--- src/rtl/bsg_fifo_rolly_replay_ctrl.sv ---
// rtl/bsg_fifo_rolly_replay_ctrl.sv - go-back-N replay controller sitting behind a rolly 1r1w FIFO
module bsg_fifo_rolly_replay_ctrl #(
  parameter int width_p       = 8,
  parameter int lg_size_p     = 2,
  parameter int timeout_p     = 64,
  parameter int max_retries_p = 3
) (
  input  logic                 clk_i,
  input  logic                 reset_n_i,
  input  logic [width_p-1:0]   fifo_data_i,
  input  logic                 fifo_v_i,
  output logic                 fifo_yumi_o,
  output logic                 fifo_deq_v_o,
  output logic                 fifo_roll_v_o,
  output logic [width_p-1:0]   data_o,
  output logic                 v_o,
  input  logic                 ready_i,
  input  logic                 ack_v_i,
  input  logic                 nack_v_i,
  input  logic                 clr_i,
  output logic [lg_size_p:0]   outstanding_o,
  output logic                 fail_o,
  output logic                 proto_err_o
);

  localparam int CW = lg_size_p + 1;
  localparam int TW = $clog2(timeout_p + 1);
  localparam int RW = $clog2(max_retries_p + 1);

  localparam logic [CW-1:0] DEPTH   = CW'(1 << lg_size_p);
  // Compare against the pre-increment value so the replay fires as the timer reaches timeout_p-1.
  localparam logic [TW-1:0] TO_LAST = TW'((timeout_p >= 2) ? timeout_p - 2 : 0);
  localparam logic [RW-1:0] MAX_R   = RW'(max_retries_p);

  typedef enum logic [1:0] {S_SEND, S_ROLL, S_FAIL} state_e;

  state_e          state_q, state_d;
  logic [CW-1:0]   outst_q, outst_d;
  logic [TW-1:0]   timer_q, timer_d;
  logic [RW-1:0]   retries_q, retries_d;
  logic            fail_q, fail_d;
  logic            perr_q, perr_d;

  logic            v, yumi, deq, roll;
  logic            has_out, timeout;
  logic [RW-1:0]   retry_base;

  assign has_out = (outst_q != '0);

  always_comb begin
    state_d    = state_q;
    outst_d    = outst_q;
    timer_d    = timer_q;
    retries_d  = retries_q;
    fail_d     = fail_q;
    perr_d     = perr_q;
    v          = 1'b0;
    yumi       = 1'b0;
    deq        = 1'b0;
    roll       = 1'b0;
    timeout    = 1'b0;
    retry_base = retries_q;

    case (state_q)
      S_SEND: begin
        // Gated by reset so the link sees nothing while the FIFO itself is still resetting.
        v    = reset_n_i & fifo_v_i & (outst_q < DEPTH);
        yumi = v & ready_i;
        if (ack_v_i) begin
          if (has_out) deq    = 1'b1;
          else         perr_d = 1'b1;
        end
        outst_d = outst_q + CW'(yumi) - CW'(deq);
        timeout = has_out & ~deq & (timer_q == TO_LAST);
        timer_d = (!has_out || deq) ? '0 : timer_q + TW'(1);
        if (has_out && (nack_v_i || timeout)) begin
          retry_base = deq ? '0 : retries_q;
          timer_d    = '0;
          if (retry_base == MAX_R) begin
            state_d   = S_FAIL;
            fail_d    = 1'b1;
            retries_d = retry_base;
          end else begin
            state_d   = S_ROLL;
            retries_d = retry_base + RW'(1);
          end
        end else if (deq) begin
          retries_d = '0;
        end
      end

      S_ROLL: begin
        roll    = 1'b1;
        outst_d = '0;
        timer_d = '0;
        state_d = S_SEND;
        if (ack_v_i || nack_v_i) perr_d = 1'b1;
      end

      S_FAIL: begin
        timer_d = '0;
        if (ack_v_i) begin
          if (has_out) begin
            deq     = 1'b1;
            outst_d = outst_q - CW'(1);
          end else begin
            perr_d = 1'b1;
          end
        end
        if (clr_i) begin
          state_d   = S_ROLL;
          retries_d = '0;
          fail_d    = 1'b0;
          perr_d    = 1'b0;
        end
      end

      default: state_d = S_SEND;
    endcase
  end

  always_ff @(posedge clk_i or negedge reset_n_i) begin
    if (!reset_n_i) begin
      state_q   <= S_SEND;
      outst_q   <= '0;
      timer_q   <= '0;
      retries_q <= '0;
      fail_q    <= 1'b0;
      perr_q    <= 1'b0;
    end else begin
      state_q   <= state_d;
      outst_q   <= outst_d;
      timer_q   <= timer_d;
      retries_q <= retries_d;
      fail_q    <= fail_d;
      perr_q    <= perr_d;
    end
  end

  assign data_o        = fifo_data_i;
  assign v_o           = v;
  assign fifo_yumi_o   = yumi;
  assign fifo_deq_v_o  = deq;
  assign fifo_roll_v_o = roll;
  assign outstanding_o = outst_q;
  assign fail_o        = fail_q;
  assign proto_err_o   = perr_q;

endmodule

--- config.mk ---
export PLATFORM = sky130hd
export DESIGN_NAME = bsg_fifo_rolly_replay_ctrl
export DESIGN_NICKNAME = d
export VERILOG_FILES = /design/src/rtl/bsg_fifo_rolly_replay_ctrl.sv
export SDC_FILE = /design/constraint.sdc
export NUM_CORES = 1
export LEC_CHECK = 0
export CORE_ASPECT_RATIO = 0.6
export CORE_MARGIN = 3
export CORE_UTILIZATION = 35
export DETAILED_ROUTE_END_ITERATION = 6
export HOLD_SLACK_MARGIN = 0.1
export SYNTH_ARGS = -nofsm -noshare
export SYNTH_HDL_FRONTEND = slang
export SYNTH_SLANG_ARGS = --single-unit
export TNS_END_PERCENT = 50
--- constraint.sdc ---
create_clock -name clk_i -period 6.3 [get_ports clk_i]
set_clock_uncertainty 0.15 [all_clocks]
set_input_delay 0.945 -clock clk_i [delete_from_list [all_inputs] [get_ports clk_i]]
set_output_delay 0.945 -clock clk_i [all_outputs]
set_load 0.005 [all_outputs]
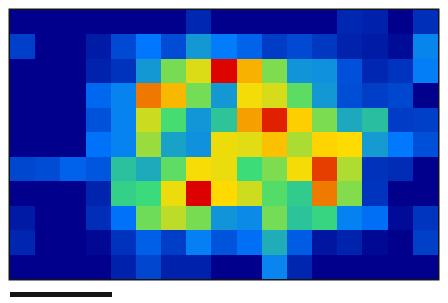
*Wire density map, run 1*
The bar under the picture is 20 microns long. 17 x 11 tiles, from dark blue (low) to red (high), scaled to the fullest tile. Values are wire area over tile area, all layers added.
The densest ninth of the die: center. 23% of the tiles are over half the peak. The mean over all tiles is 0.10. The emptiest ninth of the die: north-west. 28% of the tiles are nearly empty. The fullest tile reaches 0.40.

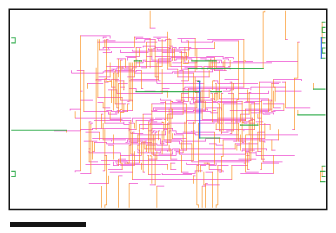
*Metal layers overlaid, run 1*
The bar under the picture is 20 microns long.
Key: metal 3 = green [wire length 101 microns]; metal 4 = blue [wire length 20.4 microns]; metal 1 = magenta [wire length 1,580 microns]; metal 2 = orange [wire length 1,250 microns]

==> notes.md, run 1 <==
Latest figures from synthesis and place and route.

The run finished with clean final reports. Summed over all nets, the switching power comes to roughly 240 uW. The final tally of hold violations is 0.

The starting DRC count in detailed routing is 105. TritonCTS built the clock tree. Looking at the post-CTS report, the setup buffer insertion count equals 0. Of all the cell area in the finished design, non-clock buffers hold a little over a tenth. Looking at the critical path, the single cell with the biggest stage delay is clkdlybuf4s50_1. The worst reg-to-reg setup slack is between 3000 and 4000 ps. Summed over all routing layers, the global router reports a total usage of between 10% and 20%. The root buffer selected by CTS is clkbuf_8.

The report shows a maximum critical-path fanout of 17. The maximum clock frequency is between 200 and 300 MHz. The routed metal-1 wire length is about 1600 microns. The worst hold path passes through 2 cells. The total clock network power is 94.0 uW. The initial antenna violation count came to 0. The final standard cell count with taps included and fillers excluded is 198. The first-pass GRT wire length is about 5000 microns.

Of the total power, registers draw between 20% and 30%. The count of clock buffers in the final design is 4. The register with the most flip-flops in the final layout is timer_q. The routed design shows a wire length per standard cell of around 15 microns. The post-layout total power is about 560 uW. Cell internal power was estimated by the tool at roughly 320 uW.

The source of the worst register-to-register timing path is outstanding_o[1].
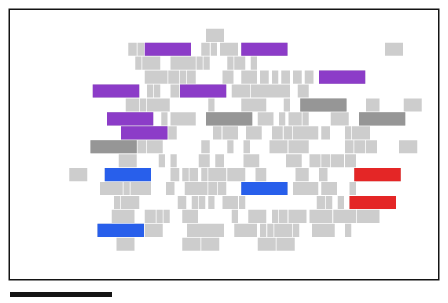
*Where the registers sit, run 1*
The bar under the picture is 20 microns long. Other sequential cells in the stronger gray, the rest of the logic in the fainter gray.
Key: timer_q = purple [sequential cells 7]; outstanding_o = blue [sequential cells 3]; state_q = red [sequential cells 2]

## Run 2: what changed since run 1
Clock period 6.3 ns to 3.4 ns, I/O delays scaled along.
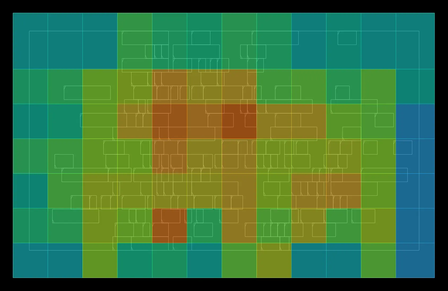
*Congestion heat map, run 2*
gr usage total: 14.6%
global-route track usage on met3: 4.08%

==> notes.md, run 2 <==
Latest figures from synthesis and place and route.

The worst reg-to-reg setup slack is 400 ps (was 3250 ps). The source of the worst register-to-register timing path is outstanding_o[1] (unchanged). The register with the most flip-flops is timer_q (unchanged). The routed metal-1 wire length is 1510 microns (was 1580 microns).

The TritonCTS clock tree is built (unchanged). Static timing analysis puts the maximum clock frequency at between 300 and 400 MHz. The proportion of power drawn by flip-flops and latches is 28.1% (was 27.9%). The critical-path cell with the highest stage delay is dfrtp_1 (was clkdlybuf4s50_1). The final standard cell count with taps included and fillers excluded came to 199 (was 198). The initial antenna violation count was 0 (unchanged). Status: complete, no violations (unchanged). The total clock network power was 173 uW (was 94.0 uW). The routed length per placed instance is 14.8 microns (was 14.9 microns). The first-pass GRT wire length is 5060 microns (was 5080 microns). The starting DRC count in detailed routing came to 36 (was 105).

The design internal power is 599 uW (was 323 uW). The hold-critical path depth is 2 (unchanged). The root buffer selected by CTS is clkbuf_8 (unchanged). The final tally of hold violations is 0 (unchanged). The count of buffers added by post-CTS timing repair for setup was 0 (unchanged).
## Run 3: what changed since run 2
Settings changed: CELL_PAD_IN_SITES_DETAIL_PLACEMENT set to 2, CELL_PAD_IN_SITES_GLOBAL_PLACEMENT set to 2, CORE_UTILIZATION 35 to 26, CTS_BUF_LIST set to sky130_fd_sc_hd__clkbuf_16, PLACE_DENSITY_LB_ADDON set to 0.1.
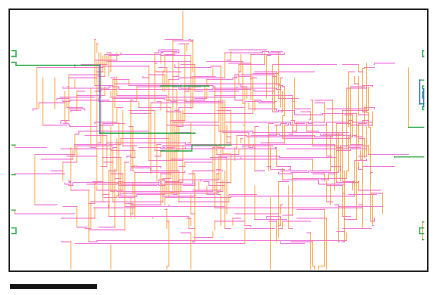
*Metal layers overlaid, run 3*
The bar under the picture is 20 microns long.
Key: metal 4 = blue [wire length 25.2 microns]; metal 3 = green [wire length 101 microns]; metal 2 = orange [wire length 1,760 microns]; metal 1 = magenta [wire length 2,220 microns]
routed length per placed instance: 19.0 microns
total vias in the final route: 1,126
post-detailed-routing wire length: 4110 microns

==> notes.md, run 3 <==
Latest figures from synthesis and place and route.

The first-pass GRT wire length is 7110 microns (was 5060 microns). The met3 capacity usage during global routing is 3.40% (was 4.08%). The post-layout total power is 1.17 mW (was 1.03 mW).

The clock transition at the registers of the reported paths is 60 ps (was 70 ps). The hold-critical path depth is 1 (was 2). The worst slack on hold paths is 389 ps (was 396 ps). The gate count after technology mapping is 146 (unchanged). The net load switching power is 501 uW (was 434 uW). The source of the worst register-to-register timing path is outstanding_o[1] (unchanged). The register with the most flip-flops is timer_q (unchanged). The design internal power is 668 uW (was 599 uW).

The overall track demand over capacity in global routing was 16.7% (was 14.6%). The register area is 400 sq um (unchanged). The final standard cell count with taps included and fillers excluded came to 216 (was 199). The proportion of power drawn by flip-flops and latches is 25.1% (was 28.1%).

The launching element type of the critical path is a flip-flop (unchanged). The count of buffers added by post-CTS timing repair for setup is 0 (unchanged). The end point of the worst hold path is retries_q[1] (was timer_q[6]).

The TritonCTS clock tree is built (unchanged). The number of placement rows is 18 (was 16). The total clock network power is 242 uW (was 173 uW).

The endpoint kind of the worst setup timing path was a flip-flop (unchanged). The fraction of area in clock buffers and inverters is 5.24% (was 3.81%). The final tally of hold violations is 0 (unchanged). The starting DRC count in detailed routing is 56 (was 36). The worst reg-to-reg setup slack is 500 ps (was 400 ps). The maximum clock frequency is 345 MHz (was 333 MHz).

The root buffer selected by CTS is clkbuf_16 (was clkbuf_8). The dominant register cell in the synthesized netlist is dfrtp_1 (unchanged). The routed metal-1 wire length is 2220 microns (was 1510 microns).

The number of cells in the yosys synthesis report was 146 (unchanged). The initial antenna violation count came to 0 (unchanged). The routing usage on met2 was 24.2% (was 24.1%). The non-clock buffer share of cell area is 11.5% (was 10.9%). The count of clock buffers in the final design is 3 (was 4). The post-placement cell area was 0.00143 sq mm (was 0.00139 sq mm). The critical-path cell with the highest stage delay is dfrtp_1 (unchanged). Status: complete, no violations (unchanged).

==> layout pictures side by side <==
Placed cells, one color a class.
image #1
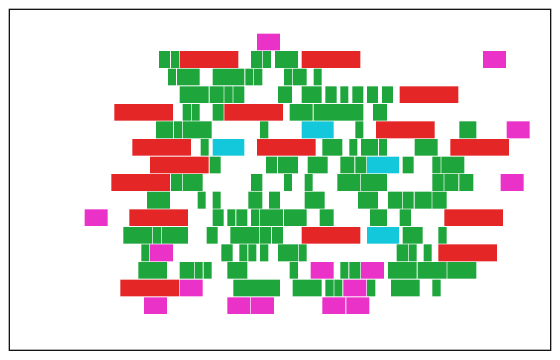
image #2
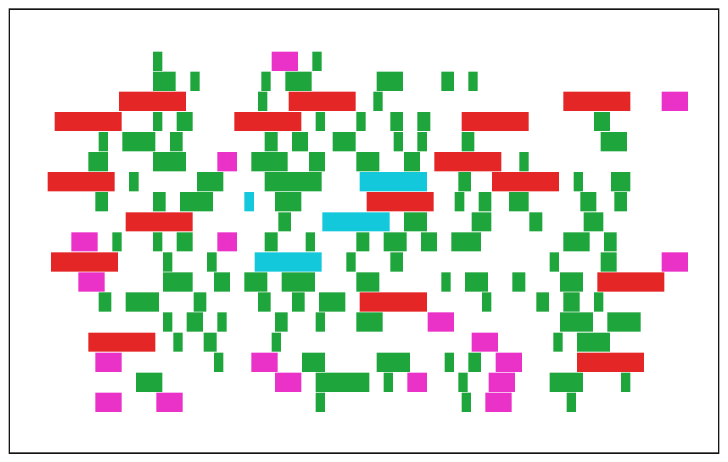
image #3
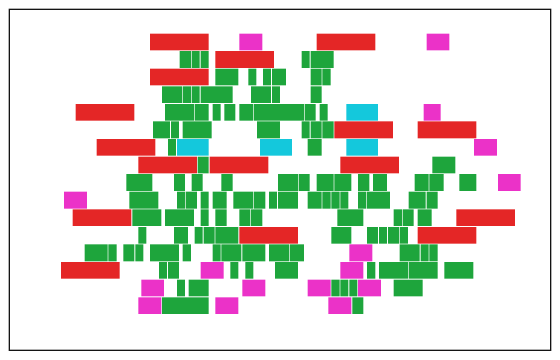
run 3: image #2
run 1: image #1
run 2: image #3
- lowest utilization: image #2

Power figures rest on the tool's default switching activity, not on a simulated workload.
